File: src/rtl/frac_seq_divider.sv
// Multi-cycle restoring divider: quotient = floor(numer * 2^FRAC_W / denom),
// with optional round-half-up, a start/busy/done handshake and divide-by-zero flag.
module frac_seq_divider #(
  parameter  int NUM_W      = 7,
  parameter  int DEN_W      = 7,
  parameter  int FRAC_W     = 8,
  parameter  int ROUND_MODE = 0,
  localparam int Q_W        = NUM_W + FRAC_W
) (
  input  logic             clk,
  input  logic             rst,
  input  logic             start,
  input  logic [NUM_W-1:0] numer,
  input  logic [DEN_W-1:0] denom,
  output logic             busy,
  output logic             done,
  output logic [Q_W-1:0]   quotient,
  output logic [DEN_W-1:0] remainder,
  output logic             div0
);

  localparam int N     = Q_W;
  localparam int CNT_W = (N > 1) ? $clog2(N) : 1;

  typedef enum logic [1:0] {IDLE, RUN, ROUND, DONE} state_t;

  state_t           state, state_nxt;
  logic [Q_W-1:0]   dividend;
  logic [DEN_W-1:0] den;
  logic [DEN_W:0]   rem_r;
  logic [CNT_W-1:0] cnt;

  logic             accept;
  logic [DEN_W+1:0] r_shift;
  logic             ge;
  logic [DEN_W:0]   r_step;
  logic             round_up;

  // The partial remainder stays below den, so the subtraction fits in DEN_W+1 bits.
  always_comb begin
    accept   = start && (state == IDLE || state == DONE);
    r_shift  = {rem_r, dividend[Q_W-1]};
    ge       = (r_shift >= {2'b00, den});
    r_step   = ge ? (r_shift[DEN_W:0] - {1'b0, den}) : r_shift[DEN_W:0];
    round_up = ({rem_r, 1'b0} >= {2'b00, den});
  end

  always_ff @(posedge clk) begin
    if (rst) state <= IDLE;
    else     state <= state_nxt;
  end

  // NOTE: every variable assigned in always_comb gets a default first, so no latch is inferred.
  always_comb begin
    state_nxt = state;
    case (state)
      IDLE, DONE: begin
        if (accept)             state_nxt = (denom == '0) ? DONE : RUN;
        else if (state == DONE) state_nxt = IDLE;
      end
      RUN:     if (cnt == '0) state_nxt = (ROUND_MODE != 0) ? ROUND : DONE;
      ROUND:   state_nxt = DONE;
      default: state_nxt = IDLE;
    endcase
  end

  // NOTE: sequential state uses non-blocking assignments only, so every register
  // samples the pre-edge values regardless of statement order.
  always_ff @(posedge clk) begin
    if (rst) begin
      quotient <= '0;
      rem_r    <= '0;
      div0     <= 1'b0;
    end else if (accept) begin
      quotient <= (denom == '0) ? '1 : '0;
      rem_r    <= '0;
      div0     <= (denom == '0);
    end else begin
      case (state)
        RUN: begin
          quotient <= {quotient[Q_W-2:0], ge};
          rem_r    <= r_step;
        end
        ROUND:   if (round_up) quotient <= quotient + Q_W'(1);
        default: ;
      endcase
    end
  end

  // NOTE: operand and counter registers are loaded on every accept before use,
  // so they carry no reset.
  always_ff @(posedge clk) begin
    if (accept) begin
      den      <= denom;
      dividend <= {numer, {FRAC_W{1'b0}}};
      cnt      <= CNT_W'(N - 1);
    end else if (state == RUN) begin
      dividend <= dividend << 1;
      cnt      <= cnt - 1'b1;
    end
  end

  assign busy      = (state == RUN) || (state == ROUND);
  assign done      = (state == DONE);
  assign remainder = rem_r[DEN_W-1:0];

endmodule

File: config.mk
export PLATFORM = sky130hd
export DESIGN_NAME = frac_seq_divider
export DESIGN_NICKNAME = d
export VERILOG_FILES = /design/src/rtl/frac_seq_divider.sv
export SDC_FILE = /design/constraint.sdc
export NUM_CORES = 1
export LEC_CHECK = 0
export CAP_MARGIN = 10
export CORE_MARGIN = 2
export CORE_UTILIZATION = 35
export CTS_CLUSTER_DIAMETER = 120
export DETAILED_ROUTE_END_ITERATION = 6
export SLEW_MARGIN = 10
export SYNTH_ARGS = -nofsm -noshare
export SYNTH_HDL_FRONTEND = slang
export SYNTH_SLANG_ARGS = --single-unit
File: constraint.sdc
create_clock -name clk -period 2.3 [get_ports clk]
set_clock_uncertainty 0.05 [all_clocks]
set_input_delay 0.575 -clock clk [delete_from_list [all_inputs] [get_ports clk]]
set_output_delay 0.575 -clock clk [all_outputs]
set_load 0.02 [all_outputs]
==> images/met1.png <==
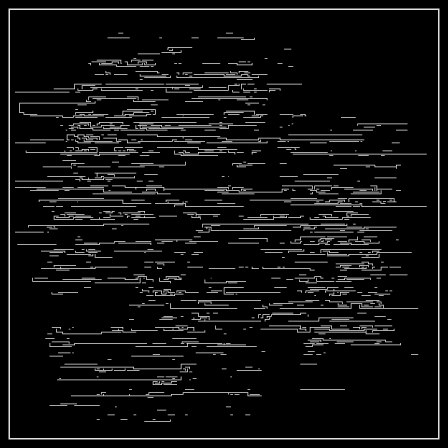
main direction: horizontal
longest straight run: 28.5 um
share of all routed wire: 47%
nets with wire on the layer: 362
wire length on this layer: 3,120 um

==> images/met2.png <==
The bar under the picture is 20 um long.
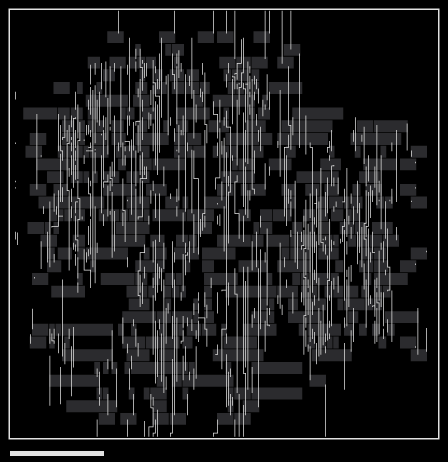
wire length on this layer: 3,160 um
main direction: vertical
share of all routed wire: 48%
longest straight run: 37.7 um
nets with wire on the layer: 333

==> summary.txt <==
Implementation run completed; key figures follow.

Final timing:
- The run gives the sum of negative setup slack as 0 ns.
- Setup repair after global routing left no endpoint under its margin.
- The run puts the total setup violations reported at the end of the flow at 0.
- The run gives the minimum clock period as around 2.1 ns.
- The slew check shows that the tightest pin keeps a relative margin of 76.7%.
- For this run, the top clock speed supported by timing is 469 MHz.
- Setup slack on the critical path of the routed design comes to 0.170 ns.
- The run gives the measured slew at the worst slew-check pin as 0.346 ns.
- The run puts the final-layout worst hold slack at ~0.47 ns.

Global routing:
- The run puts the largest net degree at the start of global routing at 26.
- Summed over all layers, the global routing overflow is 0.
- The run puts the via count of the first global-routing pass at 2,345.
- The run gives the initial antenna violation count as 0.
- The run gives the global-route wire length before repair as 11,000 um.
- The run puts the total routing resource utilization after global routing at around 16%.

Setup path:
- The run gives the required time at the worst-slack endpoint as 2.43 ns.
- STA classifies the critical path endpoint as a register.
- The critical path maximum fanout is 6.
- The run gives the endpoint arrival time on the critical path as around 2.3 ns.
- The worst setup path is launched from a register.
- Logic depth along the worst register-to-register path is recorded as 7.
- The run gives the critical path endpoint as rem_r[7].
- Looking at the reg2reg group, the worst path starts from rem_r[1].
- The run gives the worst setup slack for register-to-register paths as approximately 0.17 ns.
- For reference, the critical path is launched at rem_r[1].
- The critical path is of the register to register type.

Yosys:
- Per the synthesis report, the XOR/XNOR share of the synthesized area is 1.63%.
- The run puts the number of different library cells in the post-synthesis netlist at 58.
- The run puts the synthesized-area fraction occupied by ao, oa, aoi and oai cells at 23.1%.
- The run gives the number of standard cells reported by yosys as 323.
- The run gives the commonest register cell after synthesis as sky130_fd_sc_hd__dfxtp_1.
- Averaged over all synthesized cells, the footprint is 8.29 um^2.
- The run puts the post-synth net total at 353.
- Per the synthesis report, the simple-gate share of the synthesized area is 21.9%.
- The run puts the post-synth tally of flip-flops with integrated enable at 14.
- The run puts the part of the Yosys area used for sequential elements at 38.1%.
- The run puts the fraction of synthesis flops using an asynchronous set or reset pin at 0%.
- The run puts the tally of yosys warning messages at 0.
- The synthesized instance count is 323.
- Ranked by total cell area, the synthesized netlist is headed by sky130_fd_sc_hd__dfxtp_1 22%, sky130_fd_sc_hd__edfxtp_1 16%, sky130_fd_sc_hd__nand2_1 5.9%.
- In the synthesized netlist, the dominant kind of combinational cell is AND-OR/OR-AND gates.
- The share of synthesized area in the top cell type comes to 22.4%.
- Per the synthesis report, the dominant area consumer among library cells is sky130_fd_sc_hd__dfxtp_1.
- The run puts the adder-cell share of the synthesized area at 6.35%.
- Looking at the gate-level netlist, the highest instance count belongs to sky130_fd_sc_hd__nand2_1.
- The run gives the chip area estimate from yosys synthesis as 2680 um^2.
- The run puts the multiplexer area fraction after synthesis at 1.12%.

Placed design:
- The run puts the post-detailed-placement cell area at 3300 um^2.
- The run puts the post-place setup slack at -0.150 ns.
- The run puts the HPWL after detailed placement at 4810 um.
- In this run the tool buffered the top-level ports with 41 buffer cells.
- The placement summary gives the final routability congestion estimate as 0.869.
- Including well taps, the total number of placed cells is approximately 460.

Layout:
- The multi-input combinational cells in the finished layout cover a total of between 1000 and 1500 um^2.
- Counting the fill cells in the layout gives 753.
- The run gives the number of inserted diodes as 0.
- The run gives the layout cell share with drive strength beyond 1 as 11.0%.
- The run puts the area taken by flip-flops and latches at 1020 um^2.
- Compared with the post-synthesis result, the final layout area differs by 26.8%.
- At the end of the flow, the number of nets in the layout was 403.
- Once layout is done, the placed cells without fillers occupy 3400 um^2.
- The run gives the non-filler instance count after layout as 473.

Run:
- The run puts the OpenROAD warning count at 28.
- The run gives the count of max-cap constraint violations as 0.

Power and ir drop:
- The run puts the reported net switching power at 1.96 mW.
- The run puts the leakage power figure at 1.28 nW.
- The completed layout was analyzed and its total power is 4.54 mW.
- The run gives the total power divided by cell area as between 1000 and 1500 nW/um^2.
- The run gives the power share of the clock group as 10.9%.
- The run gives the design internal power as 2.58 mW.
- The run puts the power share of the sequential group at 30.8%.
- The run gives the net switching fraction of the power as a little over two fifths.
- The run puts the maximum vdd ir drop at 615 uV.
- The run puts the combinational group share of total power at 58.3%.

CTS:
- The run gives the maximum buffer depth of the clock tree as 2.
- The tree is rooted in a sky130_fd_sc_hd__clkbuf_8.
- The run puts the post-cts hold buffer count at 0.
- The run gives the TritonCTS clock tree as yes.
- The run gives the clock-pin slew on the worst setup and hold paths as 0.08 ns.
- The run gives the clock insertion delay at the later pin of the skew report as 0.29 ns.
- The run puts the H-tree depth at 2.

Routing:
- The run gives the detailed-router iteration count before antenna repair as 4.
- The run gives the total wire length after detailed routing as 6580 um.
- The run puts the via count of the routed design at 2,503.
- TritonRoute output was used to compute an average wire per cell of 13.9 um.
- The run puts the count of routing violations after the opening detailed-route iteration at 98.

Min path:
- The run gives the worst min-delay path category as register to register.

Floorplan:
- After floorplanning, the core was divided into 31 placement rows.
- For this configuration, the core starts out at a cell density of approximately 37%.
- The run puts the chip height at 91.5 um.
- The run puts the area of the core at approximately 7300 um^2.

Outcome:
- The run finished with clean final reports.
==> layout by cell type (no fill, tap or decap), drive strengths merged, types with 3 or more instances in the layout <==
master / netlist / final
nor2: 26 / 26
nand3: 9 / 9
o311ai: 4 / 4
clkbuf: 8 / 8
ha: 12 / 12
nor3: 14 / 14
inv: 22 / 22
edfxtp: 14 / 14
a32o: 3 / 3
a311oi: 4 / 4
nand4: 3 / 3
nor2b: 3 / 3
clkdlybuf4s50: 0 / 40
and3: 3 / 3
nand2: 42 / 42
o31a: 3 / 3
a21oi: 24 / 24
dfxtp: 30 / 30
a211oi: 12 / 12
o21ai: 25 / 25
nand2b: 4 / 4
buf: 16 / 26
mux2i: 3 / 3
xnor2: 4 / 4
==> worst max-delay path: stages, from the launching register on <==
cell                       delay, ns
sky130_fd_sc_hd__dfxtp_1        0.35
sky130_fd_sc_hd__ha_1           0.38
sky130_fd_sc_hd__o21ai_1        0.16
sky130_fd_sc_hd__a21oi_1        0.08
sky130_fd_sc_hd__or4_1          0.42
sky130_fd_sc_hd__a311oi_1       0.34
sky130_fd_sc_hd__xnor2_1        0.16
sky130_fd_sc_hd__a21oi_1        0.08
==> layer usage <==
metal  part of all wire [%]  track usage (%)  wire (um)  up-vias
li1                       -                -          -     1267
met1                     47             21.4       3120     1177
met2                     48             26.8       3160       55
met3                    3.7             2.82        244        4
met4                   0.81             4.17         53        0
met5                      0                0          0        -
==> worst min path at each step <==
stage          cells after the start         start  slack [ns]           end
5_1_grt                            2  dividend[12]        0.50  dividend[13]
3_3_place_gp                       2        cnt[3]        0.44        cnt[3]
6_report                           2  dividend[12]        0.47  dividend[13]
3_5_place_dp                       2        cnt[3]        0.45        cnt[3]
2_1_floorplan                      2        cnt[3]        0.42        cnt[3]
4_1_cts                            2  dividend[12]        0.47  dividend[13]
==> power groups by stage <==
stage	logic (mW)	clock network (mW)	registers, mW
6_report	2.65	0.496	1.40
5_1_grt	2.94	0.543	1.45
4_1_cts	2.64	0.516	1.40
3_5_place_dp	2.64	0	1.41
3_3_place_gp	2.60	0	1.41
2_1_floorplan	1.57	0	1.53
==> flip-flops by register name, summed over array words and instances, names as in the netlist <==
signal    cells
quotient     15
rem_r         8
den           7
dividend      7
cnt           4
state         2
div0          1
==> layout make-up <==
type / count / area share, %
clock buffer: 8 / 2.65
inverter: 22 / 2.43
tap: 99 / 3.65
timing repair buffer: 67 / 18.5
sequential: 44 / 30.1
multi-input combinational: 233 / 42.7
==> repair_timing <==
action / 4_1_cts / 5_1_grt
resized: 1 / 1
endpoints found under the setup margin: 1 / 14
pin swaps: 0 / 1
endpoints found under the hold margin: 0 / 0
setup buffers: 0 / 1
==> logic make-up after synthesis <==
group                      count (synthesis)
AOI/OAI and AO/OA                         93
adders and majority gates                 13
xor gates and xnor gates                   5
muxes                                      3
and+or+nand+nor                          119
buffers and inverters                     46
DFF                                       44
Power and IR drop assume default switching activity.
